==> src/rtl/sync_fifo_flags_if.sv <==
// Write/read/status bundle for sync_fifo_flags. The FIFO is the slave and the
// producer/consumer side is the master. clk and reset are separate scalar ports.
interface sync_fifo_flags_if #(
    parameter int DATA_DEPTH = 8,
    parameter int DATA_WIDTH = 32
);
    localparam int CNT_W = $clog2(DATA_DEPTH + 1);

    // Handshake: a write is taken on a rising edge when write_en && (!full || read_en);
    // a read is taken when read_en && !empty, and its data appears on dout with
    // dout_valid high for exactly the following cycle.
    logic [DATA_WIDTH-1:0] din;
    logic                  write_en;
    logic                  read_en;
    logic [DATA_WIDTH-1:0] dout;
    logic                  dout_valid;
    logic                  empty;
    logic                  full;
    logic                  almost_full;
    logic                  almost_empty;
    logic [CNT_W-1:0]      count;
    logic                  overflow;
    logic                  underflow;

    modport master (
        output din, write_en, read_en,
        input  dout, dout_valid, empty, full, almost_full, almost_empty,
               count, overflow, underflow
    );

    modport slave (
        input  din, write_en, read_en,
        output dout, dout_valid, empty, full, almost_full, almost_empty,
               count, overflow, underflow
    );
endinterface

==> src/rtl/sync_fifo_flags.sv <==
// Single-clock FIFO that uses every entry, with registered dout and count-derived flags.
// Define SYNC_FIFO_FLAGS_ERR_EN to build the sticky overflow/underflow flags.
module sync_fifo_flags #(
    parameter int DATA_DEPTH = 8,
    parameter int DATA_WIDTH = 32,
    parameter int AF_LEVEL   = DATA_DEPTH - 1,
    parameter int AE_LEVEL   = 1
) (
    input logic              clk,
    input logic              reset,
    sync_fifo_flags_if.slave fifo
);
    localparam int PTR_W = $clog2(DATA_DEPTH);
    localparam int CNT_W = $clog2(DATA_DEPTH + 1);

    localparam logic [PTR_W-1:0] PTR_LAST = PTR_W'(DATA_DEPTH - 1);
    localparam logic [CNT_W-1:0] CNT_FULL = CNT_W'(DATA_DEPTH);
    localparam logic [CNT_W-1:0] CNT_AF   = CNT_W'(AF_LEVEL);
    localparam logic [CNT_W-1:0] CNT_AE   = CNT_W'(AE_LEVEL);

    logic [DATA_WIDTH-1:0] mem_q [DATA_DEPTH];

    logic [PTR_W-1:0]      wr_ptr_q, wr_ptr_d;
    logic [PTR_W-1:0]      rd_ptr_q, rd_ptr_d;
    logic [CNT_W-1:0]      count_q, count_d;
    logic [DATA_WIDTH-1:0] dout_q, dout_d;
    logic                  dout_valid_q, dout_valid_d;

    logic empty_w;
    logic full_w;
    logic wr_ok;
    logic rd_ok;

    // Explicit wrap so non-power-of-two depths never index past the last entry.
    function automatic logic [PTR_W-1:0] ptr_inc(input logic [PTR_W-1:0] p);
        return (p == PTR_LAST) ? '0 : p + PTR_W'(1);
    endfunction

    assign empty_w = (count_q == '0);
    assign full_w  = (count_q == CNT_FULL);

    // When full, a concurrent read frees the slot the write lands in.
    assign wr_ok = fifo.write_en && (!full_w || fifo.read_en);
    assign rd_ok = fifo.read_en && !empty_w;

    always_comb begin
        wr_ptr_d     = wr_ptr_q;
        rd_ptr_d     = rd_ptr_q;
        count_d      = count_q;
        dout_d       = dout_q;
        dout_valid_d = rd_ok;

        if (wr_ok) begin
            wr_ptr_d = ptr_inc(wr_ptr_q);
        end
        if (rd_ok) begin
            rd_ptr_d = ptr_inc(rd_ptr_q);
            dout_d   = mem_q[rd_ptr_q];
        end

        case ({wr_ok, rd_ok})
            2'b10:   count_d = count_q + CNT_W'(1);
            2'b01:   count_d = count_q - CNT_W'(1);
            default: count_d = count_q;
        endcase
    end

    always_ff @(posedge clk) begin
        if (reset) begin
            wr_ptr_q     <= '0;
            rd_ptr_q     <= '0;
            count_q      <= '0;
            dout_q       <= '0;
            dout_valid_q <= 1'b0;
        end else begin
            wr_ptr_q     <= wr_ptr_d;
            rd_ptr_q     <= rd_ptr_d;
            count_q      <= count_d;
            dout_q       <= dout_d;
            dout_valid_q <= dout_valid_d;
        end
    end

    // Storage has no reset; stale words are unreachable while count is zero.
    always_ff @(posedge clk) begin
        if (!reset && wr_ok) begin
            mem_q[wr_ptr_q] <= fifo.din;
        end
    end

`ifdef SYNC_FIFO_FLAGS_ERR_EN
    logic overflow_q, overflow_d;
    logic underflow_q, underflow_d;

    always_comb begin
        overflow_d  = overflow_q  | (fifo.write_en & ~wr_ok);
        underflow_d = underflow_q | (fifo.read_en & empty_w);
    end

    always_ff @(posedge clk) begin
        if (reset) begin
            overflow_q  <= 1'b0;
            underflow_q <= 1'b0;
        end else begin
            overflow_q  <= overflow_d;
            underflow_q <= underflow_d;
        end
    end

    assign fifo.overflow  = overflow_q;
    assign fifo.underflow = underflow_q;
`else
    assign fifo.overflow  = 1'b0;
    assign fifo.underflow = 1'b0;
`endif

    assign fifo.dout         = dout_q;
    assign fifo.dout_valid   = dout_valid_q;
    assign fifo.count        = count_q;
    assign fifo.empty        = empty_w;
    assign fifo.full         = full_w;
    assign fifo.almost_full  = (count_q >= CNT_AF);
    assign fifo.almost_empty = (count_q <= CNT_AE);

endmodule

==> src/flat_wrapper.sv <==
// flat-port wrapper written by rule: the top's interface ports become plain ports
module sync_fifo_flags_flat 
#(
    parameter int DATA_DEPTH = 8,
    parameter int DATA_WIDTH = 32,
    parameter int AF_LEVEL   = DATA_DEPTH - 1,
    parameter int AE_LEVEL   = 1
)
  (clk, reset, fifo_din, fifo_write_en, fifo_read_en, fifo_dout, fifo_dout_valid, fifo_empty, fifo_full, fifo_almost_full, fifo_almost_empty, fifo_count, fifo_overflow, fifo_underflow);
  sync_fifo_flags_if #(.DATA_DEPTH(DATA_DEPTH), .DATA_WIDTH(DATA_WIDTH)) fifo_i ();
  input logic clk;
  input logic reset;
  input wire logic [$bits(fifo_i.din)-1:0] fifo_din;
  input wire logic [$bits(fifo_i.write_en)-1:0] fifo_write_en;
  input wire logic [$bits(fifo_i.read_en)-1:0] fifo_read_en;
  output wire logic [$bits(fifo_i.dout)-1:0] fifo_dout;
  output wire logic [$bits(fifo_i.dout_valid)-1:0] fifo_dout_valid;
  output wire logic [$bits(fifo_i.empty)-1:0] fifo_empty;
  output wire logic [$bits(fifo_i.full)-1:0] fifo_full;
  output wire logic [$bits(fifo_i.almost_full)-1:0] fifo_almost_full;
  output wire logic [$bits(fifo_i.almost_empty)-1:0] fifo_almost_empty;
  output wire logic [$bits(fifo_i.count)-1:0] fifo_count;
  output wire logic [$bits(fifo_i.overflow)-1:0] fifo_overflow;
  output wire logic [$bits(fifo_i.underflow)-1:0] fifo_underflow;
  assign fifo_i.din = fifo_din;
  assign fifo_i.write_en = fifo_write_en;
  assign fifo_i.read_en = fifo_read_en;
  assign fifo_dout = fifo_i.dout;
  assign fifo_dout_valid = fifo_i.dout_valid;
  assign fifo_empty = fifo_i.empty;
  assign fifo_full = fifo_i.full;
  assign fifo_almost_full = fifo_i.almost_full;
  assign fifo_almost_empty = fifo_i.almost_empty;
  assign fifo_count = fifo_i.count;
  assign fifo_overflow = fifo_i.overflow;
  assign fifo_underflow = fifo_i.underflow;
  sync_fifo_flags #(.DATA_DEPTH(DATA_DEPTH), .DATA_WIDTH(DATA_WIDTH), .AF_LEVEL(AF_LEVEL), .AE_LEVEL(AE_LEVEL)) u_core (.clk(clk), .reset(reset), .fifo(fifo_i));
endmodule
==> config.mk <==
export PLATFORM = sky130hd
export DESIGN_NAME = sync_fifo_flags_flat
export DESIGN_NICKNAME = d
export VERILOG_FILES = /design/src/rtl/sync_fifo_flags_if.sv /design/src/rtl/sync_fifo_flags.sv /design/src/flat_wrapper.sv
export SDC_FILE = /design/constraint.sdc
export NUM_CORES = 1
export LEC_CHECK = 0
export CORE_ASPECT_RATIO = 1.75
export CORE_MARGIN = 10
export CORE_UTILIZATION = 55
export DETAILED_ROUTE_END_ITERATION = 7
export DONT_BUFFER_PORTS = 1
export PLACE_DENSITY = 0.7
export SLEW_MARGIN = 20
export SYNTH_ARGS = -nofsm -noshare
export SYNTH_HDL_FRONTEND = slang
export SYNTH_SLANG_ARGS = --single-unit
==> constraint.sdc <==
create_clock -name clk -period 5.2 [get_ports clk]
set_input_delay 1.04 -clock clk [delete_from_list [all_inputs] [get_ports clk]]
set_output_delay 1.04 -clock clk [all_outputs]
set_load 0.03 [all_outputs]
==> impl_metrics.tcl, run 1 <==
# place-and-route summary
set metrics [dict create \
    cp-startpoint "u_core.fifo.count[1]" \
    finalSetupTns_ns 0 \
    sequential_cell_area_fraction_in_the_yosys_report_pct 73.2 \
    leakage_nw 4.04 \
    fin_worst_skew_ns 0.00712 \
    synth_top_flop_cell "sky130_fd_sc_hd__edfxtp_1" \
    p_per_area_nw_per_um2 466 \
    reg2reg_slack_ns 1.48 \
    gr-total-overflow 0 \
    layout.nets 742 \
    number_of_warnings_the_tools_reported 28 \
    synth-edff-count 256 \
    gp_congestion 0.732 \
    endpoint "u_core.fifo.count[3]" \
    min_from "u_core.rd_ptr_q[1]" \
    fin_hold_ws_ns 0.539 \
    fmax_ghz 0.269 \
    grt_use_total_pct 16.5 \
    share_of_layout_cells_above_drive_strength_1_pct 13.8 \
    initial_drt_pass_iterations 4 \
    via_total_after_detailed_routing 5816 \
    post_cts_resize_count 0 \
    post_synth_num_cell_types 38 \
    report.power.total_mw 5.96 \
    number_of_cell_rows 70 \
    grt_setup_unrepaired "no" \
    min_to "u_core.rd_ptr_q[1]" \
    ys.warnings.count 0 \
    port-buffer-count 0 \
    number_of_global_route_vias_before_repair 6234 \
    final_common_cell "sky130_fd_sc_hd__edfxtp_1" \
    diodes 0 \
    worst_pin_slew_ns 1.08 \
    cell_depth_of_the_worst_flop_to_flop_path 10 \
    drt.antenna.violating_nets 0 \
    path_max_fanout 38 \
    antenna_found_initial 0 \
    power_top_consumer "registers" \
    dr.first_iter.drc_count 497 \
    design.die.area_um2 27700 \
    critPathArrivalTime_ns 4.13 \
    outcome "completed" \
    worst_ep_required_time_ns 5.61 \
    timing.critical_path.from_type "flop" \
    synthCells 700 \
    drv_cap 0 \
    pre_cts_ws_ns 1.43 \
    p_comb_share_pct 16.6 \
    postPlaceCellArea_um2 11900 \
    power.combinational.total_mw 0.991 \
    period_needed_ns 3.72 \
    power.clock.fraction_pct 31.2 \
    setup-violations-final 0 \
    clock_tree_from_tritoncts "done" \
    io-pin-count 79 \
    worst_setup_hold_path_clk_slew_ns 0.06 \
    htree_levels 1 \
    layout.cell_area.non_filler_um2 12800 \
    avgSynthCellArea_um2 16.7 \
    relative_area_change_from_synthesis_to_final_layout_pct 9.58 \
    fin_crit_sh_pct 71.6 \
    clock-root-buffer "sky130_fd_sc_hd__clkbuf_16" \
    post_cts_buffers 0 \
    maxSlewViolCount 0 \
    final_util_pct 61.1 \
    netlist_area_before_placement_um2 11700 \
    hold_path_class "flop to flop" \
    post_drt_via_cell_ratio 6.00 \
    layout_top_cells "sky130_fd_sc_hd__edfxtp_1 (256), sky130_fd_sc_hd__mux2i_1 (130), sky130_fd_sc_hd__a22oi_1 (64), sky130_fd_sc_hd__dfxtp_1 (42)" \
    seq-power_mw 3.11 \
    dp_cells 920 \
    power.switching_fraction_pct 29.3 \
    detail_route.wirelength_um 22700 \
    power_switching_mw 1.75 \
    count_of_instantiated_cells_in_the_yosys_netlist 700 \
    timing.rr.start "u_core.fifo.count[1]" \
    slew_headroom_pct 27.6 \
    worstSetupPathType "flop to flop" \
    residual_drc 0 \
    pin_count_of_the_biggest_net_entering_global_routing 98 \
    final_critical_path_setup_slack_ns 1.48 \
    core_density_at_floorplan_pct 55.8 \
    cts.path.max_buffers 3 \
    async_reset_ff_share_pct 0 \
    seq_pwr_share_pct 52.2 \
    timing.rr.end "u_core.fifo.count[3]" \
    wire_length_of_the_first_global_routing_pass_um 35600 \
    clock-sinks 299 \
    postCtsHoldBufs 0 \
    hold_viol 0 \
    hold_depth 2 \
    worst_skew_pair.late_latency_ns 0.51 \
    synth_flops 299 \
    timing.critical_path.to_type "flop" \
    internal-power_mw 4.22 \
    cts-buffers-inserted 26 \
    stdcell_count 970 \
    wl_per_cell_um 23.4 \
    hpwlAfterDp_um 13800 \
    clk_pwr_mw 1.86 \
    ys_area_um2 11700 \
]
## run 1: sequential cells by signal (all words and copies together), names as in the netlist
name                    cells
u_core.fifo.count           4
u_core.mem_q              256
u_core.fifo.dout_valid      1
u_core.rd_ptr_q             3
u_core.fifo.dout           32
u_core.wr_ptr_q             3
## run 1: critical path, cell delays in order, from the launching register on
cell and delay [ns]:
sky130_fd_sc_hd__dfxtp_1 0.61, sky130_fd_sc_hd__inv_1 0.16, sky130_fd_sc_hd__ha_1 0.26, sky130_fd_sc_hd__nor3b_2 0.24, sky130_fd_sc_hd__nand2b_4 0.42, sky130_fd_sc_hd__inv_2 0.66, sky130_fd_sc_hd__ha_1 0.39, sky130_fd_sc_hd__or4b_1 0.49
sky130_fd_sc_hd__a21oi_2 0.17, sky130_fd_sc_hd__xnor2_1 0.13, sky130_fd_sc_hd__nor2_1 0.05
## run 1: cell usage after synthesis, types with 2 or more instances
library cell | number | area [um^2]
sky130_fd_sc_hd__nand2_1 | 7 | 26.3
sky130_fd_sc_hd__xor2_1 | 2 | 17.5
sky130_fd_sc_hd__nand2b_1 | 2 | 12.5
sky130_fd_sc_hd__a21oi_1 | 38 | 190
sky130_fd_sc_hd__mux2i_1 | 130 | 1300
sky130_fd_sc_hd__dfxtp_1 | 43 | 861
sky130_fd_sc_hd__a22oi_1 | 64 | 480
sky130_fd_sc_hd__nor3_2 | 33 | 330
sky130_fd_sc_hd__buf_4 | 8 | 60.1
sky130_fd_sc_hd__or3_1 | 3 | 18.8
sky130_fd_sc_hd__nor3_1 | 2 | 10.0
sky130_fd_sc_hd__buf_6 | 7 | 78.8
sky130_fd_sc_hd__nor2_1 | 45 | 169
sky130_fd_sc_hd__buf_2 | 17 | 85.1
sky130_fd_sc_hd__inv_1 | 3 | 11.3
sky130_fd_sc_hd__edfxtp_1 | 256 | 7690
sky130_fd_sc_hd__ha_1 | 8 | 100
sky130_fd_sc_hd__nand3b_1 | 2 | 15.0
sky130_fd_sc_hd__clkbuf_1 | 9 | 33.8
sky130_fd_sc_hd__nor2b_1 | 2 | 12.5
sky130_fd_sc_hd__clkbuf_8 | 2 | 27.5
## run 1: metal layers
| metal | vias to the layer above | part of all wire [%] | track usage [%] |
|---|---|---|---|
| li1 | 2711 | - | - |
| met1 | 2950 | 37 | 18.4 |
| met2 | 122 | 55 | 30.1 |
| met3 | 33 | 5.9 | 3.85 |
| met4 | 0 | 1.9 | 4.91 |
| met5 | - | 0 | 0 |
## run 1: final cells by class
class / instances / area (um^2)
tap: 252 / 315
sequential: 299 / 8550
timing repair buffer: 13 / 198
multi-input combinational: 354 / 2880
clock buffer: 35 / 716
fill: 1486 / 8140
clock inverter: 13 / 111
inverter: 4 / 15.0
## run 1: cell families (layout without fill, tap and decap cells)
group	Yosys count	count (layout)	synth area share [%]
compound gates	107	107	6.07
xor+xnor	3	3	0.225
fa+ha+maj	8	8	0.858
buf+inv	48	65	2.64
flops	299	299	73.2
mux	130	130	11.1
other cells	1	2	0.0321
simple gates	104	104	5.80
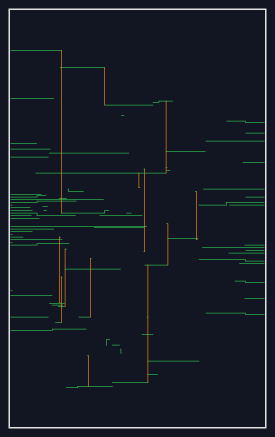
Figure 1: run 1, routed metal, one colour a layer.
Two of the layers only.
[green] metal 3 | wire length: 1330 um
[orange] metal 4 | wire length: 425 um

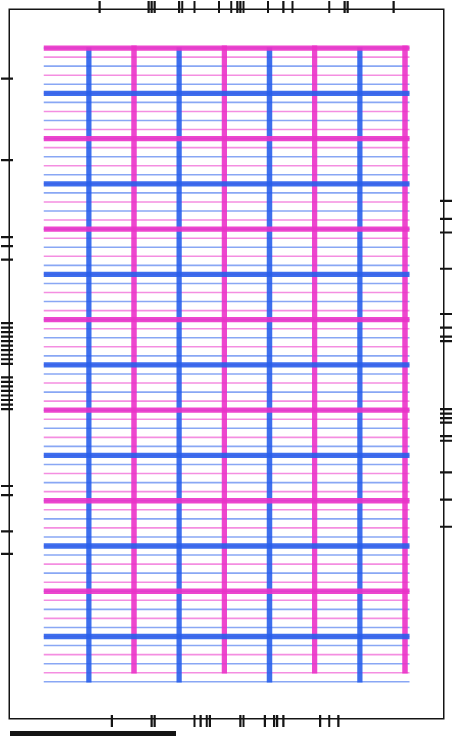
Figure 2: run 1, supply network.
Bar = 50 um. Pins as bars on the die edge.
[blue] VSS
[magenta] VDD
signal pins: 79
met5 straps: 14
met1 rails: 71
Die W: 130 um
placeable core region: 20900 um^2
Max rail drop VDD: 0.446 mV
height of the die: 213 um

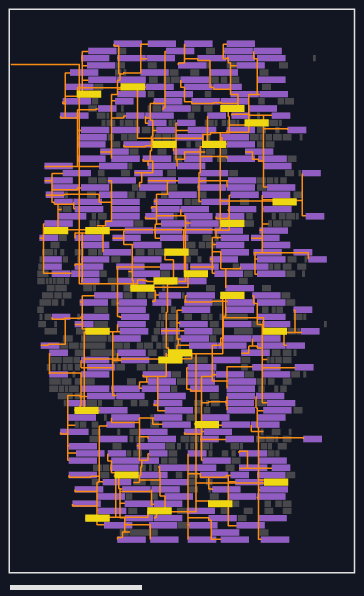
Figure 3: run 1, clock distribution.
Bar = 50 um.
[yellow] clock drivers | count: 26
[purple] flip-flops | count: 299
[orange] clock wires | length: 2970 um
routed clock nets: 27

Figure 4. Cell outlines without signal wires (run 1).
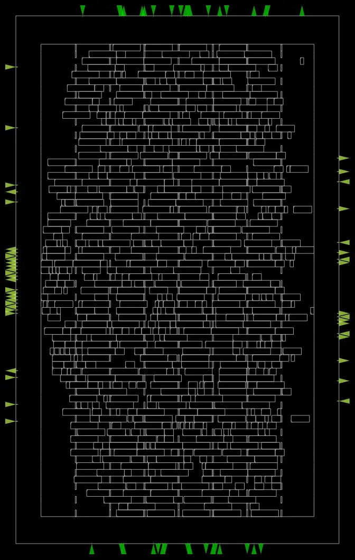

==> inputs of run 2 (changes only) <==
Clock period 5.2 ns to 3.74 ns, I/O delays scaled along.
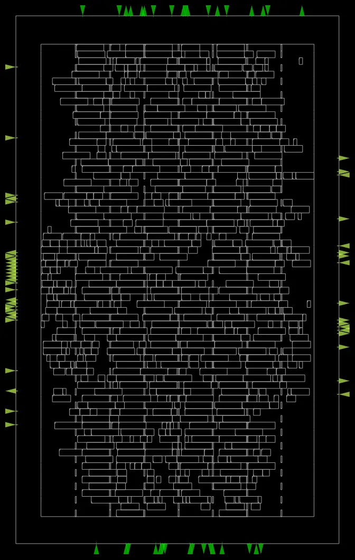
Figure 5: run 2, cell outlines without signal wires.
tapcells inserted: 252
number of cell rows: 70
register share of the cell area: 66.9%
tally of filler cells in the layout: 1498
tally of non-filler cells in the final layout: 975

==> run 2 against run 1 <==
Synthesized area unchanged. Clock skew is 0.0051 ns higher. First-iteration DRC count down 17%. Non-clock buffer count up 7. Hold slack worse by 0.25 ns. Utilization shrank 0.066 points. Die size is the same. Final cell count up 0.52%. Wire length is 1.7% higher. Critical path type is now flop to output port. Critical endpoint is now fifo_almost_empty. Largest cell class unchanged.
==> impl_metrics.tcl, run 2 <==
# place-and-route summary
set metrics [dict create \
    final_common_cell "sky130_fd_sc_hd__edfxtp_1" \
    number_of_global_route_vias_before_repair 6168 \
    htree_levels 1 \
    diodes 0 \
    worst_setup_hold_path_clk_slew_ns 0.06 \
    timing.rr.start "u_core.fifo.count[0]" \
    residual_drc 0 \
    timing.critical_path.to_type "output port" \
    wire_length_of_the_first_global_routing_pass_um 35300 \
    finalSetupTns_ns 0 \
    groute.layer.met3.usage_pct 4.07 \
    p_per_area_nw_per_um2 653 \
    share_of_layout_cells_above_drive_strength_1_pct 14.9 \
    largest-register "u_core.mem_q" \
    placeableCoreArea_um2 20900 \
    worst_pin_slew_ns 0.894 \
    drv_cap 0 \
    postPlaceCellArea_um2 11900 \
    dp_cells 929 \
    worst_skew_pair.late_latency_ns 0.52 \
    pre_cts_ws_ns 0.947 \
    synth_area_leader_cell "sky130_fd_sc_hd__edfxtp_1" \
    reg2reg_slack_ns 0.94 \
    gr-total-overflow 0 \
    largest_reg_flops 256 \
    cp-startpoint "u_core.fifo.count[1]" \
    postCtsHoldBufs 0 \
    maxSlewViolCount 0 \
    netlist_area_before_placement_um2 11700 \
    post_cts_resize_count 0 \
    antenna_found_initial 0 \
    clock_tree_from_tritoncts "done" \
    core_density_at_floorplan_pct 55.8 \
    synth_top_flop_cell "sky130_fd_sc_hd__edfxtp_1" \
    synth.most_common_cell "sky130_fd_sc_hd__edfxtp_1" \
    timing.rr.end "u_core.mem_q[2][21]" \
    timing.critical_path.from_type "flop" \
    leakage_nw 4.05 \
    number_of_warnings_the_tools_reported 28 \
    die_x_um 130 \
    critPathArrivalTime_ns 2.11 \
    hold_path_class "input pin to flop" \
    ys_area_um2 11700 \
    ys.warnings.count 0 \
    period_needed_ns 2.86 \
    sequential_cell_area_fraction_in_the_yosys_report_pct 73.2 \
    async_reset_ff_share_pct 0 \
    fmax_ghz 0.349 \
    grt_use_met2_pct 29.9 \
    worstSetupPathType "flop to output port" \
    die_h_um 213 \
    hold_viol 0 \
    drt.antenna.violating_nets 0 \
    slew_headroom_pct 40.0 \
    netlist_top_cells_area "sky130_fd_sc_hd__edfxtp_1 (66%), sky130_fd_sc_hd__mux2i_1 (11%), sky130_fd_sc_hd__dfxtp_1 (7.4%), sky130_fd_sc_hd__a22oi_1 (4.1%), sky130_fd_sc_hd__nor3_2 (2.8%)" \
    gp_congestion 0.754 \
    cell_depth_of_the_worst_flop_to_flop_path 7 \
    post_drt_via_cell_ratio 6.04 \
    wl_per_cell_um 23.6 \
    report.power.total_mw 8.35 \
    grt_busiest_layer "met2" \
    fin_worst_skew_ns 0.0123 \
    synthCells 700 \
    outcome "completed" \
    post_cts_buffers 0 \
    cts-buffers-inserted 25 \
    relative_area_change_from_synthesis_to_final_layout_pct 9.47 \
    count_of_instantiated_cells_in_the_yosys_netlist 700 \
    synth_flops 299 \
    port-buffer-count 0 \
    endpoint "fifo_almost_empty" \
    globalRouteMet1Util_pct 18.6 \
    initial_drt_pass_iterations 4 \
    grt_setup_unrepaired "no" \
    hpwlAfterDp_um 13900 \
    layout.cell_area.non_filler_um2 12800 \
    design.die.area_um2 27700 \
    final_critical_path_setup_slack_ns 0.878 \
    synth-edff-count 256 \
    layout.nets 748 \
    fin_crit_sh_pct 76.5 \
    path_max_fanout 5 \
    pin_count_of_the_biggest_net_entering_global_routing 51 \
    synthTopCellsByCount "sky130_fd_sc_hd__edfxtp_1 (256), sky130_fd_sc_hd__mux2i_1 (130), sky130_fd_sc_hd__a22oi_1 (64), sky130_fd_sc_hd__nor2_1 (45), sky130_fd_sc_hd__dfxtp_1 (43)" \
    clock-root-buffer "sky130_fd_sc_hd__clkbuf_16" \
    grt_use_total_pct 16.7 \
    avgSynthCellArea_um2 16.7 \
    clock-sinks 299 \
    max_rail_drop_vdd_mv 0.587 \
    setup-violations-final 0 \
    via_total_after_detailed_routing 5890 \
    cts.path.max_buffers 3 \
    worst_ep_required_time_ns 2.99 \
    top_area_share_pct 65.9 \
    dr.first_iter.drc_count 413 \
    layout_top_cells "sky130_fd_sc_hd__edfxtp_1 (256), sky130_fd_sc_hd__mux2i_1 (130), sky130_fd_sc_hd__a22oi_1 (64), sky130_fd_sc_hd__dfxtp_1 (42)" \
    io-pin-count 79 \
    post_synth_num_cell_types 38 \
    detail_route.wirelength_um 23000 \
]
## run 2: cell types whose count changed in the layout (fill, tap and decap cells not counted), moves of 2 or more
cell / before / now
sky130_fd_sc_hd__clkinv_2: 4 / 1
sky130_fd_sc_hd__buf_16: 3 / 0
sky130_fd_sc_hd__buf_4: 6 / 19
sky130_fd_sc_hd__inv_6: 0 / 2
sky130_fd_sc_hd__clkinv_1: 6 / 3
sky130_fd_sc_hd__clkinvlp_4: 0 / 2
sky130_fd_sc_hd__clkbuf_16: 27 / 25
sky130_fd_sc_hd__clkbuf_8: 1 / 4
sky130_fd_sc_hd__buf_8: 2 / 0
## run 2: how the worst min path moves through the flow
stage                             from                  end  cells after the start
floorplan           u_core.rd_ptr_q[1]   u_core.rd_ptr_q[1]                      2
global placement    u_core.rd_ptr_q[1]   u_core.rd_ptr_q[1]                      2
detailed placement  u_core.rd_ptr_q[1]   u_core.rd_ptr_q[1]                      2
CTS                              reset  u_core.fifo.dout[0]                      1
global route                     reset  u_core.fifo.dout[0]                      1
finish                           reset  u_core.fifo.dout[0]                      1
## run 2: per-stage QoR
| step | hold slack [ns] | util, % |
|---|---|---|
| after floorplan | 0.474 | - |
| after global placement | 0.511 | 57.0 |
| after detailed placement | 0.532 | 57.0 |
| after CTS | 0.279 | 61.0 |
| after global routing | 0.265 | 61.0 |
| final | 0.289 | 61.0 |
## run 2: critical path: stages (launching register included)
cell and delay, ns:
sky130_fd_sc_hd__dfxtp_1 0.45, sky130_fd_sc_hd__inv_1 0.17, sky130_fd_sc_hd__ha_1 0.23, sky130_fd_sc_hd__nor2_1 0.07
sky130_fd_sc_hd__nor3_1 0.69
## run 2: layout make-up
class,instances,area (um^2)
sequential,299,8550
fill,1498,8160
multi-input combinational,354,2890
clock buffer,35,703
tap,252,315
timing repair buffer,20,163
clock inverter,11,139
inverter,4,15.0
## run 2: kinds of logic (layout without fill, tap and decap cells)
kind of cell	Yosys count	after routing	share of synthesized area (%)
adder cells (fa/ha/maj)	8	8	0.858
other	1	2	0.0321
XOR/XNOR	3	3	0.225
AND-OR/OR-AND	107	107	6.07
buffers and inverters	48	70	2.64
AND/OR/NAND/NOR	104	104	5.80
multiplexers	130	130	11.1
flip-flops	299	299	73.2
## run 2: where the power goes
group | internal, mW | total, mW | switching [mW]
clock | 1.53 | 2.64 | 1.11
sequential | 3.81 | 4.32 | 0.508
combinational | 0.590 | 1.39 | 0.796
## run 2: routing by layer
layer	vias to the layer above	wire length [um]	part of all wire [%]
met4	0	586	2.5
met5	-	0	0
met3	37	1510	6.5
met1	2981	8350	36
met2	163	12600	55
li1	2709	-	-
Figure 6. Routed metal, one colour a layer (run 2).
Two of the layers only.
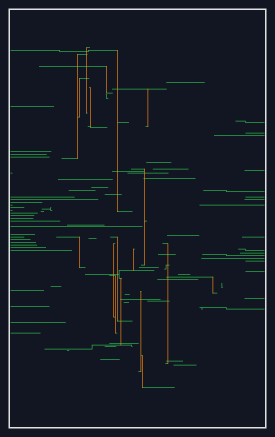

==> inputs of run 3 (changes only) <==
Clock period 3.74 ns to 2.7 ns, I/O delays scaled along.
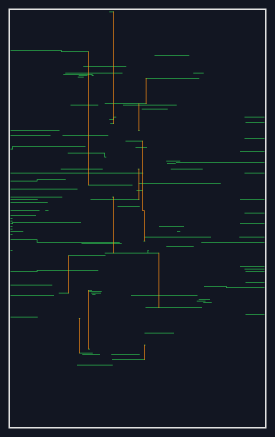
Figure 7: run 3, routed metal, one colour a layer.
Two of the layers only.
[orange] metal 4 | wire length: 350 um
[green] metal 3 | wire length: 1520 um
via total after detailed routing: 5964
routed wire length: 22700 um
wire length per cell: 23.0 um
total routing resource utilization after global routing: 16.5%

==> run 3 against run 2 <==
Via count grew 1.3%. Total power grew 39%. Wire length shrank 1.3%. Design area grew 1.5%. Global-route usage shrank 0.18 points. Synthesized cell count is the same. Clock power grew 36%. Non-clock buffer count grew 11. Register-to-register slack lost 0.55 ns. Critical endpoint is now u_core.fifo.count[3].
==> impl_metrics.tcl, run 3 <==
# place-and-route summary
set metrics [dict create \
    leakage_nw 4.15 \
    synth_flops 299 \
    power.switching_fraction_pct 29.3 \
    dr.first_iter.drc_count 495 \
    netlist_area_before_placement_um2 11700 \
    number_of_cell_rows 70 \
    clock-root-buffer "sky130_fd_sc_hd__clkbuf_16" \
    core_density_at_floorplan_pct 55.8 \
    outcome "completed" \
    final_critical_path_setup_slack_ns 0.387 \
    largest_reg_flops 256 \
    p_comb_share_pct 18.2 \
    port-buffer-count 0 \
    min_from "reset" \
    timing.critical_path.slowest_stage_cell "sky130_fd_sc_hd__or4b_1" \
    post_cts_resize_count 0 \
    relative_area_change_from_synthesis_to_final_layout_pct 11.1 \
    worst_ep_required_time_ns 3.11 \
    pin_count_of_the_biggest_net_entering_global_routing 46 \
    design.die.area_um2 27700 \
    slew_headroom_pct 44.0 \
    largest-register "u_core.mem_q" \
    htree_levels 1 \
    netlist_top_cells_area "sky130_fd_sc_hd__edfxtp_1 (66%), sky130_fd_sc_hd__mux2i_1 (11%), sky130_fd_sc_hd__dfxtp_1 (7.4%), sky130_fd_sc_hd__a22oi_1 (4.1%), sky130_fd_sc_hd__nor3_2 (2.8%)" \
    async_reset_ff_share_pct 0 \
    critPathArrivalTime_ns 2.72 \
    hold_path_class "input pin to flop" \
    sequential_cell_area_fraction_in_the_yosys_report_pct 73.2 \
    top_area_share_pct 65.9 \
    hold_viol 0 \
    number_of_global_route_vias_before_repair 6326 \
    met3RoutedLength_um 1520 \
    clock_tree_from_tritoncts "done" \
    post_cts_buffers 0 \
    simple_gate_share_pct 5.80 \
    pre_cts_ws_ns 0.400 \
    hpwlAfterDp_um 13600 \
    share_of_layout_cells_above_drive_strength_1_pct 17.3 \
    synthMuxAreaShare_pct 11.1 \
    routedLengthMet1_um 8690 \
    layout.nets 760 \
    path_max_fanout 8 \
    logic_family "multiplexers" \
    timing.critical_path.from_type "flop" \
    synthCells 700 \
    ys_area_um2 11700 \
    final_common_cell "sky130_fd_sc_hd__edfxtp_1" \
    layout_top_cells "sky130_fd_sc_hd__edfxtp_1 (256), sky130_fd_sc_hd__mux2i_1 (130), sky130_fd_sc_hd__a22oi_1 (64), sky130_fd_sc_hd__dfxtp_1 (40)" \
    antenna_found_initial 0 \
    p_per_area_nw_per_um2 897 \
    synth-compound-area-share_pct 6.07 \
    critical-path-top-cell-by-count "sky130_fd_sc_hd__ha_1" \
    clock-sinks 299 \
    topRoutingLayerUsed "met4" \
    post_drt_via_cell_ratio 6.04 \
    synthTopCellsByCount "sky130_fd_sc_hd__edfxtp_1 (256), sky130_fd_sc_hd__mux2i_1 (130), sky130_fd_sc_hd__a22oi_1 (64), sky130_fd_sc_hd__nor2_1 (45), sky130_fd_sc_hd__dfxtp_1 (43)" \
    worst_setup_hold_path_clk_slew_ns 0.06 \
    wire_length_of_the_first_global_routing_pass_um 35400 \
    residual_drc 0 \
    power_switching_mw 3.41 \
    ys_sh_adder_pct 0.858 \
    drt.antenna.violating_nets 0 \
    gr-total-overflow 0 \
    placeableCoreArea_um2 20900 \
    die_x_um 130 \
    worstSetupPathType "flop to flop" \
    worst_skew_pair.late_latency_ns 0.52 \
    synth_area_leader_cell "sky130_fd_sc_hd__edfxtp_1" \
    maxSlewViolCount 0 \
    stdcell_count 988 \
    cts.path.max_buffers 3 \
    worst_pin_slew_ns 0.840 \
    timing.critical_path.to_type "flop" \
    fin_worst_skew_ns 0.00980 \
    met2_length_um 12200 \
    critical-path-top-delay-family "simple AND/OR/NAND/NOR gates" \
    post_synth_num_cell_types 38 \
    crit_chain "inv_1, ha_1, nand3b_1, o21ai_2, ha_1, or4b_1, a21oi_2, xnor2_1, nor2_1" \
    diodes 0 \
    timing.rr.start "u_core.fifo.count[1]" \
    synth.most_common_cell "sky130_fd_sc_hd__edfxtp_1" \
    synth-edff-count 256 \
    drv_cap 0 \
    timing.critical_path.buf_inv 1 \
    finalSetupTns_ns 0 \
    ys.warnings.count 0 \
    number_of_warnings_the_tools_reported 28 \
]
==> run 3: cell count changes in the layout (fill, tap and decap cells not counted), moves of 3 or more <==
| cell | before | now |
|---|---|---|
| sky130_fd_sc_hd__buf_12 | 1 | 9 |
| sky130_fd_sc_hd__clkinv_2 | 1 | 6 |
| sky130_fd_sc_hd__buf_4 | 19 | 22 |
| sky130_fd_sc_hd__bufinv_16 | 3 | 0 |
| sky130_fd_sc_hd__clkbuf_16 | 25 | 28 |
==> run 3: metrics by stage <==
stage / power, mW / utilization [%] / cell area (um^2) / hold WS [ns]
5_1_grt: 12.1 / 62.0 / 13000 / 0.0699
2_1_floorplan: 7.68 / - / 11700 / 0.474
3_3_place_gp: 8.12 / 57.9 / 12100 / 0.509
4_1_cts: 11.7 / 62.0 / 13000 / 0.0723
6_report: 11.6 / 62.0 / 13000 / 0.0916
3_5_place_dp: 8.18 / 57.9 / 12100 / 0.516
==> run 3: final cells by class <==
type	instances	area, um^2	share of cell area (%)
flip-flops and latches	299	8550	66.0
multi-input cells	354	2890	22.3
clock buffers	37	785	6.05
repair buffers	31	345	2.66
well taps	252	315	2.43
clock inverters	11	65.1	0.502
inverters	4	15.0	0.116
==> run 3: final timing paths <==
check,slack [ns],end,cells after the start
setup / recovery,0.39,u_core.fifo.count[3],9
hold / removal,0.09,u_core.rd_ptr_q[0],1
setup reg to reg,0.39,u_core.fifo.count[3],9
hold reg to reg,0.52,u_core.fifo.count[1],2
==> run 3: logic make-up after synthesis <==
group | after synthesis
multiplexers | 130
other | 1
AND-OR/OR-AND | 107
adder cells (fa/ha/maj) | 8
XOR/XNOR | 3
flip-flops | 299
buffers and inverters | 48
AND/OR/NAND/NOR | 104
==> run 3: layer usage <==
layer | up-vias | track usage [%]
met5 | - | 0
met4 | 0 | 4.63
met3 | 26 | 3.95
met2 | 155 | 28.8
met1 | 3053 | 19.7
li1 | 2730 | -
==> run 3: power groups by stage <==
stage          Sequential (mW)  Clock [mW]  Combinational [mW]
3_3_place_gp              6.04           0                2.08
3_5_place_dp              6.05           0                2.13
5_1_grt                   5.98        3.85                2.30
4_1_cts                   5.95        3.66                2.14
6_report                  5.93        3.59                2.11
2_1_floorplan             5.91           0                1.77
Power and IR drop assume default switching activity.
